[src/rtl/decrypt_ctrl.sv]
// Streaming dot-product decryptor: result = sum(key[i] * ct[i]) truncated to PLAINTEXT_WIDTH.
// One element per cycle; out_valid the cycle after the last beat; ct_ready low while a result waits.
module decrypt_ctrl #(
  parameter int PLAINTEXT_WIDTH  = 6,
  parameter int DIMENSION        = 1,
  parameter int CIPHERTEXT_WIDTH = 10,
  localparam int ACC_W = 2 * CIPHERTEXT_WIDTH + 1,
  localparam int IDX_W = (DIMENSION + 1 > 1) ? $clog2(DIMENSION + 1) : 1
) (
  input  logic                        clk,
  input  logic                        rst_n,
  input  logic                        key_wr_en,
  input  logic [IDX_W-1:0]            key_wr_idx,
  input  logic [CIPHERTEXT_WIDTH-1:0] key_wr_data,
  input  logic                        ct_valid,
  input  logic [CIPHERTEXT_WIDTH-1:0] ct_data,
  output logic                        ct_ready,
  input  logic                        abort,
  output logic                        out_valid,
  input  logic                        out_ready,
  output logic [PLAINTEXT_WIDTH-1:0]  result,
  output logic                        busy
);

  typedef enum logic [1:0] {
    S_IDLE  = 2'd0,
    S_ACCUM = 2'd1,
    S_DONE  = 2'd2
  } state_t;

  localparam logic [IDX_W-1:0] LAST_IDX = IDX_W'(DIMENSION);

  state_t                      r_state;
  state_t                      w_state_nxt;
  logic [IDX_W-1:0]            r_idx;
  logic [ACC_W-1:0]            r_acc;
  logic [CIPHERTEXT_WIDTH-1:0] r_key [DIMENSION+1];

  logic                        w_ct_ready;
  logic                        w_ct_fire;
  logic                        w_key_we;
  logic [CIPHERTEXT_WIDTH-1:0] w_key_sel;
  logic [ACC_W-1:0]            w_key_ext;
  logic [ACC_W-1:0]            w_ct_ext;
  logic [ACC_W-1:0]            w_prod;

  // Key select by the running element index; out-of-range indices read as zero.
  always_comb begin
    w_key_sel = '0;
    for (int k = 0; k <= DIMENSION; k++) begin
      if (r_idx == IDX_W'(k)) begin
        w_key_sel = r_key[k];
      end
    end
  end

  // Key is unsigned and ct signed; both widened to ACC_W so the low ACC_W bits
  // of the unsigned multiply equal the signed product.
  assign w_key_ext = {{(ACC_W - CIPHERTEXT_WIDTH){1'b0}}, w_key_sel};
  assign w_ct_ext  = {{(ACC_W - CIPHERTEXT_WIDTH){ct_data[CIPHERTEXT_WIDTH-1]}}, ct_data};
  assign w_prod    = w_key_ext * w_ct_ext;

  assign w_ct_ready = ((r_state == S_IDLE) || (r_state == S_ACCUM)) && !abort;
  assign w_ct_fire  = w_ct_ready && ct_valid;
  assign w_key_we   = key_wr_en && (r_state == S_IDLE);

  always_ff @(posedge clk or negedge rst_n) begin
    if (!rst_n) begin
      r_state <= S_IDLE;
    end else begin
      r_state <= w_state_nxt;
    end
  end

  always_comb begin
    w_state_nxt = r_state;
    if (abort) begin
      w_state_nxt = S_IDLE;
    end else begin
      case (r_state)
        S_IDLE: begin
          if (ct_valid) begin
            w_state_nxt = (DIMENSION == 0) ? S_DONE : S_ACCUM;
          end
        end
        S_ACCUM: begin
          if (ct_valid && (r_idx == LAST_IDX)) begin
            w_state_nxt = S_DONE;
          end
        end
        S_DONE: begin
          if (out_ready) begin
            w_state_nxt = S_IDLE;
          end
        end
        default: w_state_nxt = S_IDLE;
      endcase
    end
  end

  // Abort clears the index but leaves acc alone; the next first beat reloads it.
  always_ff @(posedge clk or negedge rst_n) begin
    if (!rst_n) begin
      r_idx <= '0;
      r_acc <= '0;
    end else if (abort) begin
      r_idx <= '0;
    end else if (w_ct_fire) begin
      if (r_state == S_IDLE) begin
        r_acc <= w_prod;
        r_idx <= (DIMENSION == 0) ? '0 : IDX_W'(1);
      end else begin
        r_acc <= r_acc + w_prod;
        r_idx <= (r_idx == LAST_IDX) ? '0 : r_idx + IDX_W'(1);
      end
    end
  end

  always_ff @(posedge clk or negedge rst_n) begin
    if (!rst_n) begin
      for (int k = 0; k <= DIMENSION; k++) begin
        r_key[k] <= '0;
      end
    end else if (w_key_we) begin
      for (int k = 0; k <= DIMENSION; k++) begin
        if (key_wr_idx == IDX_W'(k)) begin
          r_key[k] <= key_wr_data;
        end
      end
    end
  end

  assign ct_ready  = w_ct_ready;
  assign out_valid = (r_state == S_DONE);
  assign busy      = (r_state == S_ACCUM) || (r_state == S_DONE);
  assign result    = r_acc[PLAINTEXT_WIDTH-1:0];

endmodule

[config.mk]
export PLATFORM = sky130hd
export DESIGN_NAME = decrypt_ctrl
export DESIGN_NICKNAME = d
export VERILOG_FILES = /design/src/rtl/decrypt_ctrl.sv
export SDC_FILE = /design/constraint.sdc
export NUM_CORES = 1
export LEC_CHECK = 0
export CORE_MARGIN = 2
export CORE_UTILIZATION = 40
export DETAILED_ROUTE_END_ITERATION = 8
export PLACE_DENSITY = 0.73
export SLEW_MARGIN = 30
export SYNTH_ARGS = -nofsm -noshare
export SYNTH_HDL_FRONTEND = slang
export SYNTH_SLANG_ARGS = --single-unit
[constraint.sdc]
create_clock -name clk -period 5.3 [get_ports clk]
set_input_delay 0.795 -clock clk [delete_from_list [all_inputs] [get_ports clk]]
set_output_delay 0.795 -clock clk [all_outputs]
set_load 0.05 [all_outputs]
==> notes.md <==
flow finished, numbers: register area share after synthesis 0.317, Cell Count Post-Placement 230, number of placed I/O pins 36, busiest grt layer met2, Top cells excl fill/tap clkdlybuf4s50_1 (26), ha_1 (22), dfrtp_1 (21), nand2_1 (18), mux2_2 (17), flip-flop and latch area 526 µm², clk tree area frac 0.0230, Crit path max-delay family adder cells, Max Root-Sink Buffers 2, DP Area 1980 µm², DRT antenna net count 0, Seq/total area 0.261, most numerous logic cell after layout clkdlybuf4s50_1, Synth-to-Final Area Change 21.5%, fillers 381, CTS tree yes, Critical Path RT 5.44 ns, final WL 3020 µm, syn_nets 210, initial antenna violation count 0, crit path time final 4.98 ns, TritonRoute pass-1 iters 4, yosys stat area 1660 µm², Max-Cap Viols 0, dominant class by area multi-input combinational cells, residual DRC count 0, met1 WL 1380 µm, XOR/XNOR Area Share 0.0919, clock buf count 3, register bank with the most flops r_key, async set-or-reset flop fraction in the synthesized netlist 1.00, n_diodes 0, Finish-stage setup viols 0, Final Max Slew Viols 0, largest registers r_key (12), r_acc (6), r_state (2), met2 Use GR 0.234, Post-Place Worst Slack 0.0744 ns, Logic inverters 8, Met3 Routed Length 165 µm, Post-Syn Instances 157, # rows 23, Layout non-clock buf frac 0.132, fin nets 238, number of CTS-inserted buffers 3, Yosys reg bits 21, # Taps 50, max reg flops 12, AO/OA Area Share 0.0739, fin area 2020 µm², Worst slew margin 0.591, Synth mux share 0.145, logic area 1090 µm², CP Cell Sequence clkdlybuf4s50_1 > nand2_1 > fa_1 > inv_1 > ha_1 > ha_1 > ha_1 > ha_1 > fa_1 > xnor3_1 > xnor3_1 > xnor3_1 > xnor3_2 > nor4b_1 > a21oi_1 > nand3_1, setup TNS 0 ns, crit share post-route 0.939, Synth top area share 0.317, port bufs 27, top layer in use met4, via count 1,182, Crit Path Max Fanout 5, WS Path Type in -> reg, logic share of the area 0.539, final hold viol count 0, yosys adder share 0.214, Comb gates 124, tool warnings 37, Worst Tran Pin Value 0.613 ns, Plain + repair buffers 27, PostCTS Resize Cnt 0, Fmax 0.201 GHz, Post-Syn Area 1660 µm², Flops 21, simple share 0.130, Chip Width 68.4 µm, Late-Pin Clk Latency 0.26 ns, count of library flops with an enable pin 0, outcome completed, vias in the first global route 1,134, global-route wire length before repair 4910 µm, Synth top cell by count ha_1, main logic family after synthesis adder cells, DR vias/cell 5.05, GP Congestion 0.706, DP HPWL 2380 µm, Area contributors post-synth dfrtp_1 (32%), ha_1 (17%), mux2_2 (12%), Post-CTS Hold Fix Bufs 0
==> final timing paths <==
check | end | cells past startpoint | startpoint | slack (ns)
hold / removal | r_state[1]$_DFFE_PN0P_ | 1 | rst_n | 0.48
hold reg to reg | r_key[2]$_DFFE_PN0P_ | 1 | r_key[2]$_DFFE_PN0P_ | 0.50
setup / recovery | r_acc[5]$_DFFE_PN0P_ | 16 | ct_data[1] | 0.32
setup reg to reg | r_acc[5]$_DFFE_PN0P_ | 16 | r_idx$_DFFE_PN0P_ | 0.53
min in group clk | r_key[2]$_DFFE_PN0P_ | 1 | r_key[2]$_DFFE_PN0P_ | 0.50
max in group asynchronous | r_key[12]$_DFFE_PN0P_ | 1 | rst_n | 4.49
==> images/wires.png <==
Bar = 20 µm. Two of the layers only.
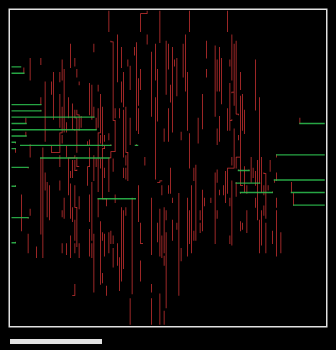
layer	colour	wire length
metal 3	green	165 µm
metal 2	red	1,440 µm

==> images/cell_density.png <==
7 x 7 tiles, from black (low) to pale yellow (high), 0 to 100% covered.
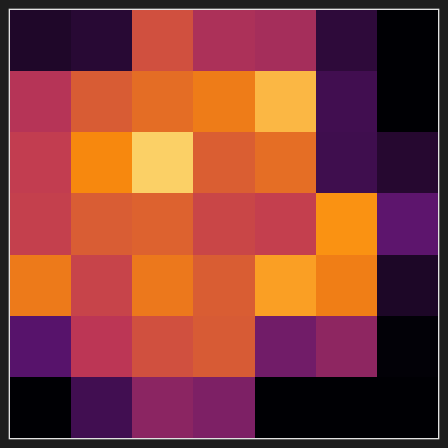
tiles over 75% full	8.2%
fullest tile	90%
nearly empty tiles	14%
Initial Util: 0.415
core area: 4000 µm²

==> images/flops_by_reg.png <==
Bar = 20 µm. Other sequential cells in the stronger grey, the rest of the logic in the fainter grey.
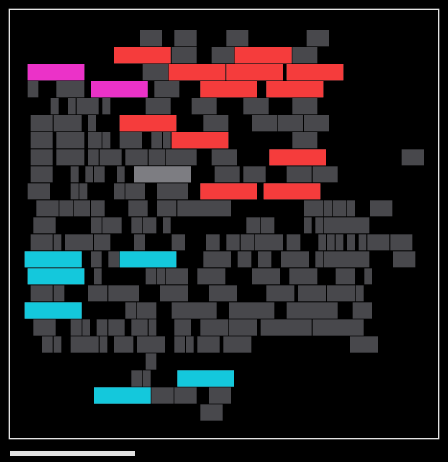
name in the netlist	colour	flops
r_acc	cyan	6
r_key	red	12
r_state	magenta	2

==> images/congestion.png <==
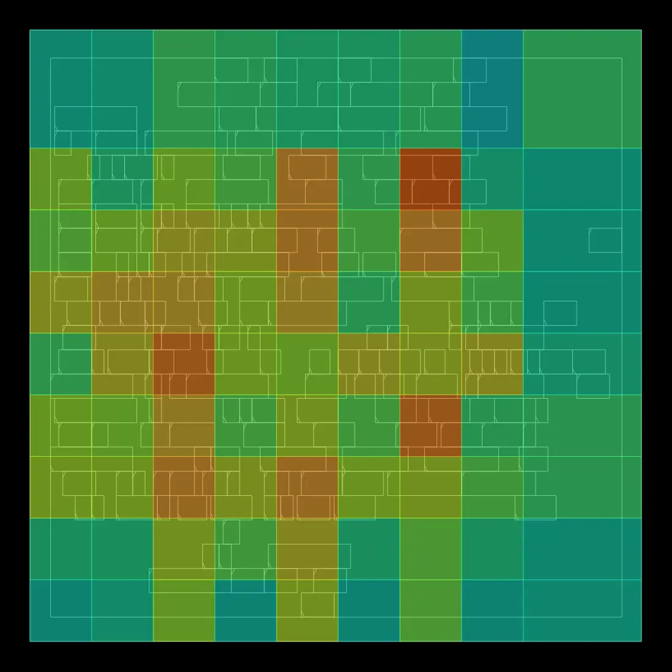
Core Util, Final: 0.504
gr usage total: 0.142
Global Route met3 Usage: 0.0263
GR Util met1: 0.188

